`src/rtl/soc_frame_loader_if.sv`:
```
// Word-stream handshake into the SOC frame loader: valid/ready transfer plus a frame resync.
interface soc_frame_loader_if;
  logic        in_valid;
  logic        in_ready;
  logic [31:0] in_data;
  logic        in_sync;

  modport master (output in_valid, output in_data, output in_sync, input  in_ready);
  modport slave  (input  in_valid, input  in_data, input  in_sync, output in_ready);
endinterface

```
`src/rtl/soc_frame_loader.sv`:
```
// Collects SOC1..SOC4,I float frames, validates them and publishes good frames to stable
// registered outputs, strobing once the downstream balancing datapath has had time to settle.
module soc_frame_loader #(
  parameter int SETTLE_CYCLES = 16,
  parameter int ERR_W         = 8,
  parameter int FRM_W         = 16
) (
  input  logic               clk,
  input  logic               rst,
  soc_frame_loader_if.slave  in_port,
  output logic [31:0]        soc1,
  output logic [31:0]        soc2,
  output logic [31:0]        soc3,
  output logic [31:0]        soc4,
  output logic [31:0]        I,
  output logic               out_stable,
  output logic               sample_strobe,
  output logic               err_pulse,
  output logic [ERR_W-1:0]   err_count,
  output logic [FRM_W-1:0]   frame_count
);

  typedef enum logic {COLLECT, SETTLE} state_t;

  localparam logic [7:0]  SETTLE_INIT = 8'(SETTLE_CYCLES);
  localparam logic [31:0] ONE_F       = 32'h3F800000;

  state_t      state;
  logic [2:0]  idx;
  logic        frame_err;
  logic [7:0]  settle_cnt;
  logic [31:0] shadow [4];

  // SOC must be a strictly positive normal number.
  function automatic logic soc_bad(input logic [31:0] w);
    return w[31] | (w[30:23] == 8'h00) | (w[30:23] == 8'hFF);
  endfunction

  // Current may be signed zero or any finite normal; inf/NaN and denormals are rejected.
  function automatic logic cur_bad(input logic [31:0] w);
    return (w[30:23] == 8'hFF) | ((w[30:23] == 8'h00) & (w[22:0] != 23'd0));
  endfunction

  assign in_port.in_ready = (state == COLLECT);

  always_ff @(posedge clk) begin
    if (rst) begin
      state         <= COLLECT;
      idx           <= 3'd0;
      frame_err     <= 1'b0;
      settle_cnt    <= 8'd0;
      soc1          <= ONE_F;
      soc2          <= ONE_F;
      soc3          <= ONE_F;
      soc4          <= ONE_F;
      I             <= 32'd0;
      out_stable    <= 1'b0;
      sample_strobe <= 1'b0;
      err_pulse     <= 1'b0;
      err_count     <= '0;
      frame_count   <= '0;
      for (int i = 0; i < 4; i++) shadow[i] <= 32'd0;
    end else begin
      err_pulse     <= 1'b0;
      sample_strobe <= 1'b0;
      case (state)
        COLLECT: begin
          // Sync takes priority: a word arriving alongside it is consumed and dropped.
          if (in_port.in_sync) begin
            idx       <= 3'd0;
            frame_err <= 1'b0;
          end else if (in_port.in_valid) begin
            if (idx == 3'd4) begin
              idx       <= 3'd0;
              frame_err <= 1'b0;
              if (frame_err | cur_bad(in_port.in_data)) begin
                err_pulse <= 1'b1;
                if (err_count != '1) err_count <= err_count + ERR_W'(1);
              end else begin
                soc1        <= shadow[0];
                soc2        <= shadow[1];
                soc3        <= shadow[2];
                soc4        <= shadow[3];
                I           <= in_port.in_data;
                out_stable  <= 1'b0;
                frame_count <= frame_count + FRM_W'(1);
                settle_cnt  <= SETTLE_INIT;
                state       <= SETTLE;
              end
            end else begin
              shadow[idx[1:0]] <= in_port.in_data;
              if (soc_bad(in_port.in_data)) frame_err <= 1'b1;
              idx <= idx + 3'd1;
            end
          end
        end
        SETTLE: begin
          // Strobe lands exactly SETTLE_CYCLES edges after the output update.
          if (settle_cnt == 8'd1) begin
            settle_cnt    <= 8'd0;
            out_stable    <= 1'b1;
            sample_strobe <= 1'b1;
            state         <= COLLECT;
          end else begin
            settle_cnt <= settle_cnt - 8'd1;
          end
        end
        default: state <= COLLECT;
      endcase
    end
  end

endmodule

```
`src/flat_wrapper.sv`:
```
// flat-port wrapper written by rule: the top's interface ports become plain ports
module soc_frame_loader_flat 
#(
  parameter int SETTLE_CYCLES = 16,
  parameter int ERR_W         = 8,
  parameter int FRM_W         = 16
)
  (clk, rst, soc1, soc2, soc3, soc4, I, out_stable, sample_strobe, err_pulse, err_count, frame_count, in_port_in_valid, in_port_in_data, in_port_in_sync, in_port_in_ready);
  soc_frame_loader_if in_port_i ();
  input  logic clk;
  input  logic rst;
  output logic [31:0] soc1;
  output logic [31:0] soc2;
  output logic [31:0] soc3;
  output logic [31:0] soc4;
  output logic [31:0] I;
  output logic out_stable;
  output logic sample_strobe;
  output logic err_pulse;
  output logic [ERR_W-1:0] err_count;
  output logic [FRM_W-1:0] frame_count;
  input wire logic [$bits(in_port_i.in_valid)-1:0] in_port_in_valid;
  input wire logic [$bits(in_port_i.in_data)-1:0] in_port_in_data;
  input wire logic [$bits(in_port_i.in_sync)-1:0] in_port_in_sync;
  output wire logic [$bits(in_port_i.in_ready)-1:0] in_port_in_ready;
  assign in_port_i.in_valid = in_port_in_valid;
  assign in_port_i.in_data = in_port_in_data;
  assign in_port_i.in_sync = in_port_in_sync;
  assign in_port_in_ready = in_port_i.in_ready;
  soc_frame_loader #(.SETTLE_CYCLES(SETTLE_CYCLES), .ERR_W(ERR_W), .FRM_W(FRM_W)) u_core (.clk(clk), .rst(rst), .in_port(in_port_i), .soc1(soc1), .soc2(soc2), .soc3(soc3), .soc4(soc4), .I(I), .out_stable(out_stable), .sample_strobe(sample_strobe), .err_pulse(err_pulse), .err_count(err_count), .frame_count(frame_count));
endmodule
```
`config.mk`:
```
export PLATFORM = sky130hd
export DESIGN_NAME = soc_frame_loader_flat
export DESIGN_NICKNAME = d
export VERILOG_FILES = /design/src/rtl/soc_frame_loader_if.sv /design/src/rtl/soc_frame_loader.sv /design/src/flat_wrapper.sv
export SDC_FILE = /design/constraint.sdc
export NUM_CORES = 1
export LEC_CHECK = 0
export ABC_AREA = 1
export CORE_ASPECT_RATIO = 1.25
export CORE_MARGIN = 1
export CORE_UTILIZATION = 55
export CTS_BUF_LIST = sky130_fd_sc_hd__clkbuf_4
export CTS_CLUSTER_DIAMETER = 100
export DETAILED_ROUTE_END_ITERATION = 8
export PLACE_DENSITY = 0.84
export SYNTH_ARGS = -nofsm -noshare
export SYNTH_HDL_FRONTEND = slang
export SYNTH_SLANG_ARGS = --single-unit
export TNS_END_PERCENT = 1
```
`constraint.sdc`:
```
create_clock -name clk -period 4.1 [get_ports clk]
set_input_delay 0.41 -clock clk [delete_from_list [all_inputs] [get_ports clk]]
set_output_delay 0.41 -clock clk [all_outputs]
set_load 0.005 [all_outputs]
```
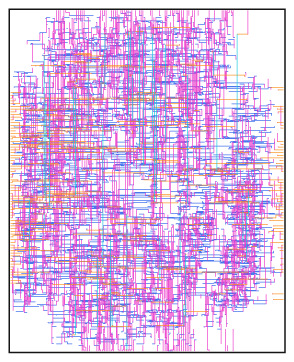
Fig. 1. Wiring by layer.
Scale: 2 px per µm.
Key: orange = M3 [wire length 2990 µm]; blue = M1 [wire length 12800 µm]; cyan = M4 [wire length 1390 µm]; magenta = M2 [wire length 16700 µm]

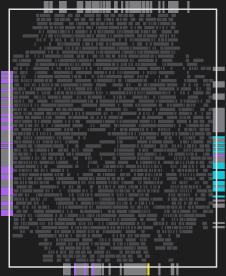
Fig. 2. I/O pins on the die edge.
Scale: 1.5 px per µm. Pins as bars across the die edge, other pins in gray.
Key: cyan = frame_count [pins 16, direction output, edge east]; purple = I [pins 32, direction output, edge 28 west, 3 south, 1 east]; yellow = sample_strobe [pins 1, direction output, edge south]
All pins by edge: 71 west, 56 north, 51 east, 46 south.
Die Y: 171 µm
die extent in x: 137 µm
port buffer count: 223

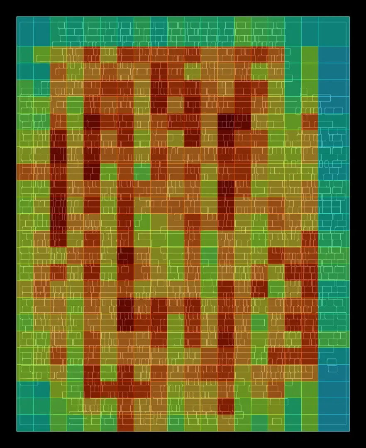
Fig. 3. Routing congestion map.
Top Usage Layer GRT: met2
GRT Total Usage: 0.299
grt met3 use: 0.0735

==> out/results.tsv <==
stage	metric	value	unit
drt	detail_route.first_pass.iterations	5	
synth	ys_cells	1356	
setup_path	required	4.46	ns
power_and_ir_drop	clkPwrFrac	0.420	
clocking	cts_hold_buf	0	
drt	drc	0	
drt	drt_wl_total	33900	µm
clocking	cts_htree_levels	3	
power_and_ir_drop	ir_worst_vdd	239	µV
floorplan	fp-row-count	61	
final_layout	final_cells	1930	
setup_path	critPathMaxFanout	33	
synth	ff_type	dfxtp_1	
clocking	cts_root_buffer	clkbuf_4	
hold_path	hold_class	input port to register	
setup_path	path_delay_family	buffers and inverters	
power_and_ir_drop	post-layout-total-power	6390	µW
sta	max_freq	322	MHz
sta	period_needed	3.10	ns
final_layout	nets	1623	
global_route	grt_pass1_vias	10600	
clocking	cts_buffers	78	
power_and_ir_drop	powerClk	2680	µW
power_and_ir_drop	p_leak	0.00583	µW
synth	synth_area	12600	µm²
final_layout	mi_logic_area	4050	µm²
sta	setup_tns	0	ns
final_layout	seq_area	7850	µm²
setup_path	cp-end-kind	register	
setup_path	path_class	register to register	
drt	wl_met2	16700	µm
global_route	grt.met2_usage	0.492	
outcome	status	finished clean	
sta	skew	0.0334	ns
final_layout	fillers	1668	
clocking	cts.sinks	328	
sta	fin_ws	0.998	ns
setup_path	crit_cells	11	
synth	yosys.area.top_type	dfxtp_1	
clocking	ctsResizeCount	0	
final_layout	lay_top_cells	nand2_1, nand3_1, clkdlybuf4s50_1, dfxtp_1, nor2_1	
sta	hold_viol_final	0	
setup_path	path_cells	inv_1 > ha_1 > nand2_1 > inv_1 > nor2_1 > inv_2 > nor2_1 > nand2_1 > buf_4 > nand2_1 > buf_4	
synth	fp_nets	1398	
synth	synth.yosys.warnings	0	
drt	wl_met1	12800	µm
drt	vias	10800	
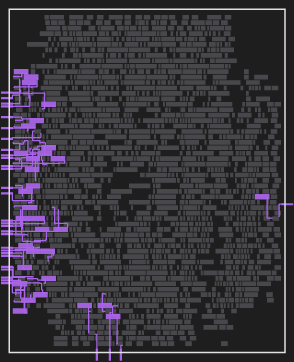
Fig. 4. Nets reached from selected ports.
Scale: 2 px per µm.
Key: purple = I [bits 32, direction output, end cells 32, buffers 32, wire 938 µm]
# IOs: 224

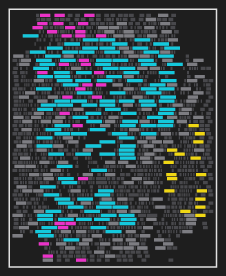
Fig. 5. Where the registers sit.
Scale: 1.5 px per µm. Other sequential cells in the stronger gray, the rest of the logic in the fainter gray.
Key: magenta = soc3 [flops 32]; cyan = u_core.shadow [flops 128]; yellow = u_core.frame_count [flops 16]
sequential cell area share: 0.493
fin util: 0.714

Power figures rest on the tool's default switching activity, not on a simulated workload.
